## config.mk

```make
export PLATFORM = sky130hd
export DESIGN_NAME = mc_ctrl
export DESIGN_NICKNAME = d
export VERILOG_FILES = /design/src/rtl/mc_ctrl.sv
export SDC_FILE = /design/constraint.sdc
export NUM_CORES = 1
export LEC_CHECK = 0
export ABC_AREA = 0
export CELL_PAD_IN_SITES_DETAIL_PLACEMENT = 1
export CELL_PAD_IN_SITES_GLOBAL_PLACEMENT = 1
export CORE_AREA = 2 2 50 61
export CTS_CLUSTER_DIAMETER = 60
export DETAILED_ROUTE_END_ITERATION = 10
export DIE_AREA = 0 0 52 63
export PLACE_DENSITY = 0.77
export SYNTH_ARGS = -nofsm -noshare
export SYNTH_HDL_FRONTEND = slang
export SYNTH_SLANG_ARGS = --single-unit
```

## constraint.sdc

```tcl
create_clock -name clk -period 1.7 [get_ports clk]
set_clock_uncertainty 0.15 [all_clocks]
set_input_delay 0.255 -clock clk [delete_from_list [all_inputs] [get_ports clk]]
set_output_delay 0.255 -clock clk [all_outputs]
set_load 0.01 [all_outputs]
```

## src/rtl/mc_ctrl.sv

```systemverilog
// mc_ctrl: multi-cycle instruction-phase FSM and datapath control for the MIPS-subset core
module mc_ctrl (
  input  logic       clk,
  input  logic       reset,
  input  logic [5:0] opcode,
  input  logic [5:0] funct,
  input  logic       zero,
  output logic [1:0] EOp,
  output logic [2:0] ALUOp,
  output logic       ALUSrcB,
  output logic [1:0] RegDst,
  output logic [1:0] WDSel,
  output logic [1:0] NPCOp,
  output logic       PCWr,
  output logic       IRWr,
  output logic       RFWr,
  output logic       MemWr,
  output logic       done,
  output logic [2:0] state
);
  localparam logic [2:0] FETCH = 3'd0, DECODE = 3'd1, EXE = 3'd2, MEM = 3'd3, WB = 3'd4;
  logic [2:0] state_d;
  logic rtype, addu, subu, jr, ori, lw, sw, beq, lui, jal, nop;
  logic f, d, e, m, w;
  assign rtype = opcode == 6'b000000;
  assign addu  = rtype && funct == 6'b100001;
  assign subu  = rtype && funct == 6'b100011;
  assign jr    = rtype && funct == 6'b001000;
  assign ori   = opcode == 6'b001101;
  assign lw    = opcode == 6'b100011;
  assign sw    = opcode == 6'b101011;
  assign beq   = opcode == 6'b000100;
  assign lui   = opcode == 6'b001111;
  assign jal   = opcode == 6'b000011;
  assign nop   = !(addu | subu | jr | ori | lw | sw | beq | lui | jal);
  assign f = !reset && state == FETCH;
  assign d = !reset && state == DECODE;
  assign e = !reset && state == EXE;
  assign m = !reset && state == MEM;
  assign w = !reset && state == WB;
  always_ff @(posedge clk or posedge reset)
    if (reset) state <= FETCH;
    else state <= state_d;
  always_comb
    state_d = state == FETCH  ? DECODE :
              state == DECODE ? (nop ? FETCH : jal ? WB : EXE) :
              state == EXE    ? (lw | sw ? MEM : addu | subu | ori | lui ? WB : FETCH) :
              state == MEM    ? (lw ? WB : FETCH) : FETCH;
  always_comb begin
    EOp     = !(d | e | m | w) ? 2'b00 : ori ? 2'b01 : lui ? 2'b10 : beq ? 2'b11 : 2'b00;
    ALUOp   = !e ? 3'b000 : subu | beq ? 3'b001 : ori ? 3'b010 : lui ? 3'b011 : 3'b000;
    ALUSrcB = e & (ori | lui | lw | sw);
    RegDst  = !w ? 2'b00 : addu | subu ? 2'b01 : jal ? 2'b10 : 2'b00;
    WDSel   = !w ? 2'b00 : lw ? 2'b01 : jal ? 2'b10 : 2'b00;
    NPCOp   = e & beq ? 2'b01 : e & jr ? 2'b11 : w & jal ? 2'b10 : 2'b00;
    PCWr    = f | e & (beq & zero | jr) | w & jal;
    IRWr    = f;
    RFWr    = w;
    MemWr   = m & sw;
    done    = d & nop | e & (beq | jr) | m & sw | w;
  end
endmodule

```

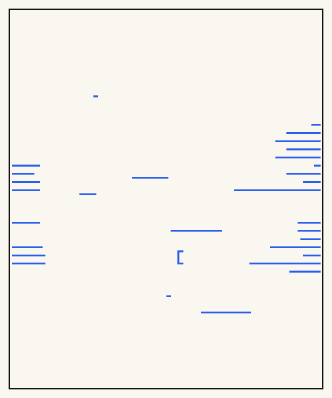
*Met3 routing, run 1*
Scale: 6 px per um.
main direction = horizontal
share of all routed wire = 4.8%
wire length on this layer = 151 um
Total Routed Length: 3170 um
total number of vias: 972
global routing met3 resource utilization: 3.11%

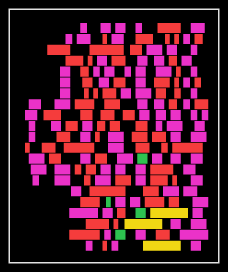
*Placed cells, one colour a class, run 1*
Scale: 4 px per um.
red -> all other logic  # cells 67
green -> clock drivers and dummy loads  # cells 4
magenta -> other buffers and delay cells  # cells 88
yellow -> flops  # cells 3

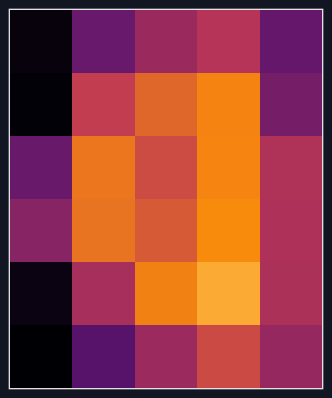
*Local utilization, run 1*
Scale: 6 px per um. The die is cut into 5 by 6 equal tiles; black is low, pale yellow is high, 0 to 100% covered.
fullest tile = 82%
mean over tiles = 44%
emptiest ninth of the die = south-west
nearly empty tiles = 6.7%
tiles over 75% full = 3.3%
final core utilization: 55.3%
core box area: 2710 sq um
initial cell density of the core: 20.0%

==> flow report, run 1 <==
DIE
----------------------------------------------------------------------------
Horizontal die dimension ......................................        52 um
Die Y .........................................................        63 um

LAYOUT
----------------------------------------------------------------------------
Register with the most flip-flops .............................        state
Area used by multi-input combinational logic ..................    619 sq um
Number of clock buffers in the layout .........................            4
Most used logic cell in the final layout ......................        buf_4
Ratio of cells with drive above 1 in the final layout .........        72.8%
Layout Cells excl Fill ........................................          196
Inverters .....................................................            4
Top logic cells by instance count in the layout ............... 40 x buf_4, 20 x buf_2, 17 x buf_6, 6 x dlygate4sd2_1, 5 x nor2_1
Share of the final layout cell area in sequential cells .......        5.27%
Final net count ...............................................          178
Most area-hungry cell class in the final design ............... non-clock buffers
Logic gate fraction of the total cell area ....................        41.4%

POWER
----------------------------------------------------------------------------
Power in combinational cells ..................................   0.000598 W
Clock network power ...........................................   0.000131 W
Heaviest power group .......................................... combinational logic
Final total power .............................................   0.000850 W
Total power per unit cell area ................................  568 nW/um^2
Internal Dissipation ..........................................   0.000524 W

FINAL TIMING
----------------------------------------------------------------------------
Post-route worst hold slack ...................................       101 ps
Final worst-path cycle share ..................................         120%
Post-layout worst setup margin ................................      -340 ps
Number of max-slew violations in the final report .............            0
Hold Violations, Final ........................................            0
Setup repair after global routing missed its margin ...........         true
Max Fclk ......................................................      490 MHz
Final setup violation count ...................................           17
Min cycle time layout .........................................      2040 ps

RUN STATUS
----------------------------------------------------------------------------
Violated checks ............................................... negative setup slack
Outcome ....................................................... complete, but fails checks

WORST SETUP PATH
----------------------------------------------------------------------------
Logic depth of the worst path, buffers included ...............            6
Flop2flop setup slack .........................................      -120 ps
Biggest fanout along the worst timing path ....................            7
R2r startpoint ................................................     state[0]
Critical path destination .....................................         done
Kind of start point of the critical path ......................         flop
FF-to-FF End ..................................................     state[2]
Buffer-and-inverter tally for the worst setup path ............            2

SYNTH
----------------------------------------------------------------------------
Area leader, netlist ..........................................      dfrtp_1
Leading register cell type out of synthesis ...................      dfrtp_1
Top cells by area, synth ...................................... dfrtp_1 14%, nor2_1 6.2%, nand4b_1 4.8%
Yosys warnings ................................................            0
# Cells Yosys .................................................           75
Mapped cell area ..............................................    542 sq um
Synthesized-area fraction occupied by xor and xnor cells ......        1.62%
Main logic family after synthesis ............................. simple AND/OR/NAND/NOR gates
MUX share of area .............................................           0%
Async SR Flop Fraction ........................................         100%

ROUTING
----------------------------------------------------------------------------
Wire length per cell after detailed routing ...................      16.2 um
Via count normalized by instance count ........................         4.96
DRC viols .....................................................            0
Number of nets with antenna violations after detailed routing .            0

GLOBAL ROUTE
----------------------------------------------------------------------------
Vias in the first global route ................................        1,040
Antenna violations before repair ..............................            0
Gr ovfl total .................................................            0
GR Util met1 ..................................................        21.3%
Global routing met2 resource utilization ......................        40.3%

CLOCK NETWORK
----------------------------------------------------------------------------
Number of buffers on the longest clock path ...................            2
Hold-fix buffer count after cts ...............................            0

RUN
----------------------------------------------------------------------------
Number of OpenROAD warnings ...................................           29

## Run 2: what changed since run 1
--- a/config.mk
+++ b/config.mk
@@ -8,11 +8,12 @@
 export ABC_AREA = 0
 export CELL_PAD_IN_SITES_DETAIL_PLACEMENT = 1
 export CELL_PAD_IN_SITES_GLOBAL_PLACEMENT = 1
-export CORE_AREA = 2 2 50 61
+export CORE_AREA = 2 2 49 60
+export CTS_BUF_LIST = sky130_fd_sc_hd__clkbuf_2 sky130_fd_sc_hd__clkbuf_4 sky130_fd_sc_hd__clkbuf_8
 export CTS_CLUSTER_DIAMETER = 60
 export DETAILED_ROUTE_END_ITERATION = 10
-export DIE_AREA = 0 0 52 63
-export PLACE_DENSITY = 0.77
+export DIE_AREA = 0 0 51 62
+export PLACE_DENSITY = 0.79
 export SYNTH_ARGS = -nofsm -noshare
 export SYNTH_HDL_FRONTEND = slang
 export SYNTH_SLANG_ARGS = --single-unit
==> flow report, run 2 <==
RUN STATUS
----------------------------------------------------------------------------
Outcome ....................................................... complete, but fails checks
Violated checks ............................................... negative setup slack

POWER
----------------------------------------------------------------------------
Total power per unit cell area ................................  584 nW/um^2   +2.8%
Internal Dissipation ..........................................   0.000557 W   +6.3%
Power in combinational cells ..................................   0.000676 W   +13%
Clock network power ...........................................   0.000160 W   +22%
Heaviest power group .......................................... combinational logic
Final total power .............................................   0.000957 W   +13%

WORST SETUP PATH
----------------------------------------------------------------------------
R2r startpoint ................................................     state[0]
Critical path destination .....................................         done
Flop2flop setup slack .........................................        40 ps   +160 ps
Buffer-and-inverter tally for the worst setup path ............            3   +1
Worst setup path class ........................................   reg -> out
Logic depth of the worst path, buffers included ...............            7   +1
FF-to-FF End ..................................................     state[2]
Kind of start point of the critical path ......................         flop
Biggest fanout along the worst timing path ....................            5   -2
Cell with the largest stage delay on the worst path ...........      dfrtp_2

CLOCK NETWORK
----------------------------------------------------------------------------
Post-CTS setup buffers ........................................           25
Hold-fix buffer count after cts ...............................            0   unchanged
Number of buffers on the longest clock path ...................            2   unchanged
Sinks on Clock Net ............................................            3

FINAL TIMING
----------------------------------------------------------------------------
Final worst-path cycle share ..................................         126%   +5.5 points
Post-layout worst setup margin ................................      -434 ps   -93.8 ps
Post-route worst hold slack ...................................       185 ps   +83.8 ps
Setup repair after global routing missed its margin ...........         true
Min cycle time layout .........................................      2130 ps   +93.8 ps
Hold Violations, Final ........................................            0   unchanged
Number of max-slew violations in the final report .............            0   unchanged
Final setup violation count ...................................           19   +2

GLOBAL ROUTE
----------------------------------------------------------------------------
GR Util met1 ..................................................        23.6%   +2.3 points
Global routing met2 resource utilization ......................        45.6%   +5.3 points
Vias in the first global route ................................          989   -4.9%
Gr ovfl total .................................................            0   unchanged
Global routing met3 resource utilization ......................        2.63%   -0.48 points
Antenna violations before repair ..............................            0   unchanged

SYNTH
----------------------------------------------------------------------------
Synthesized-area fraction occupied by xor and xnor cells ......        1.62%   unchanged
Yosys warnings ................................................            0   unchanged
Async SR Flop Fraction ........................................         100%   unchanged
# Cells Yosys .................................................           75   unchanged
Instance tally after logic synthesis ..........................           75
Area leader, netlist ..........................................      dfrtp_1
MUX share of area .............................................           0%   unchanged
Top cells by area, synth ...................................... dfrtp_1 14%, nor2_1 6.2%, nand4b_1 4.8%
Leading register cell type out of synthesis ...................      dfrtp_1
Mapped cell area ..............................................    542 sq um   unchanged
Main logic family after synthesis ............................. simple AND/OR/NAND/NOR gates

ROUTING
----------------------------------------------------------------------------
DRC viols .....................................................            0   unchanged
Via count normalized by instance count ........................         5.18   +4.4%
Post-Route M1 WL ..............................................      1730 um
Number of nets with antenna violations after detailed routing .            0   unchanged
Met3 wire length ..............................................       176 um

LAYOUT
----------------------------------------------------------------------------
Area used by multi-input combinational logic ..................    689 sq um   +11%
Clk tree area frac ............................................        1.83%
Registers with the highest flip-flop counts ................... state: 3 flops
Top logic cells by instance count in the layout ............... 41 x buf_4, 28 x buf_6, 17 x buf_2, 6 x nor2_4, 5 x dlygate4sd2_1
Ratio of cells with drive above 1 in the final layout .........        78.6%   +5.7 points
Number of clock buffers in the layout .........................            4   unchanged
Logic gate fraction of the total cell area ....................        42.1%   +0.71 points
Most area-hungry cell class in the final design ............... non-clock buffers
Final non-clock buffer share ..................................        47.4%
Most used logic cell in the final layout ......................        buf_4
Register with the most flip-flops .............................        state
Inverters .....................................................            4   unchanged
Final net count ...............................................          184   +3.4%

HOLD PATH
----------------------------------------------------------------------------
Path type of the worst min-delay path .........................  in -> async

PLACE
----------------------------------------------------------------------------
# placed instances ............................................          168

DIE
----------------------------------------------------------------------------
Horizontal die dimension ......................................        51 um   -1.9%
Initial cell density of the core ..............................        20.4%   +0.40 points
Die Y .........................................................        62 um   -1.6%
Chip area .....................................................   3160 sq um

RUN
----------------------------------------------------------------------------
Number of OpenROAD warnings ...................................           29   unchanged

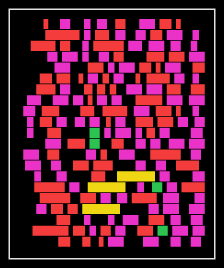
*Placed cells, one colour a class, run 2*
Scale: 4 px per um.
green -> clock drivers and dummy loads  # cells 4
magenta -> other buffers and delay cells  # cells 94
yellow -> flops  # cells 3
red -> all other logic  # cells 67
share of the final layout cell area in sequential cells: 4.81%
Placement Rows: 21

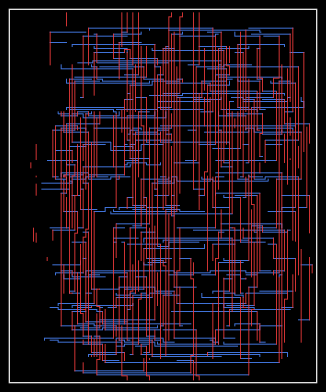
*Metal layers overlaid, run 2*
Scale: 6 px per um. Two of the layers only.
blue -> met1  # wire length 1,730 um
red -> met2  # wire length 2,400 um
Total Routed Length: 4390 um
total number of vias: 1,046
Global Route Usage Sum: 22.1%
wire length per cell after detailed routing: 21.7 um

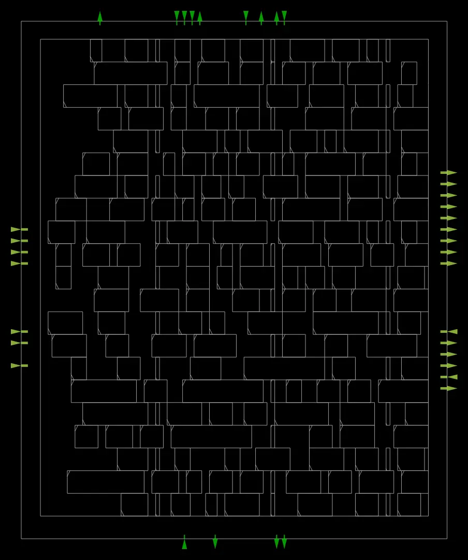
*Placed standard cells, run 2*
final core utilization: 61.7%
number of well taps: 34
count of filler cells inserted in the layout: 300
core box area: 2650 sq um
Layout Cells excl Fill: 202

Power figures rest on the tool's default switching activity, not on a simulated workload.
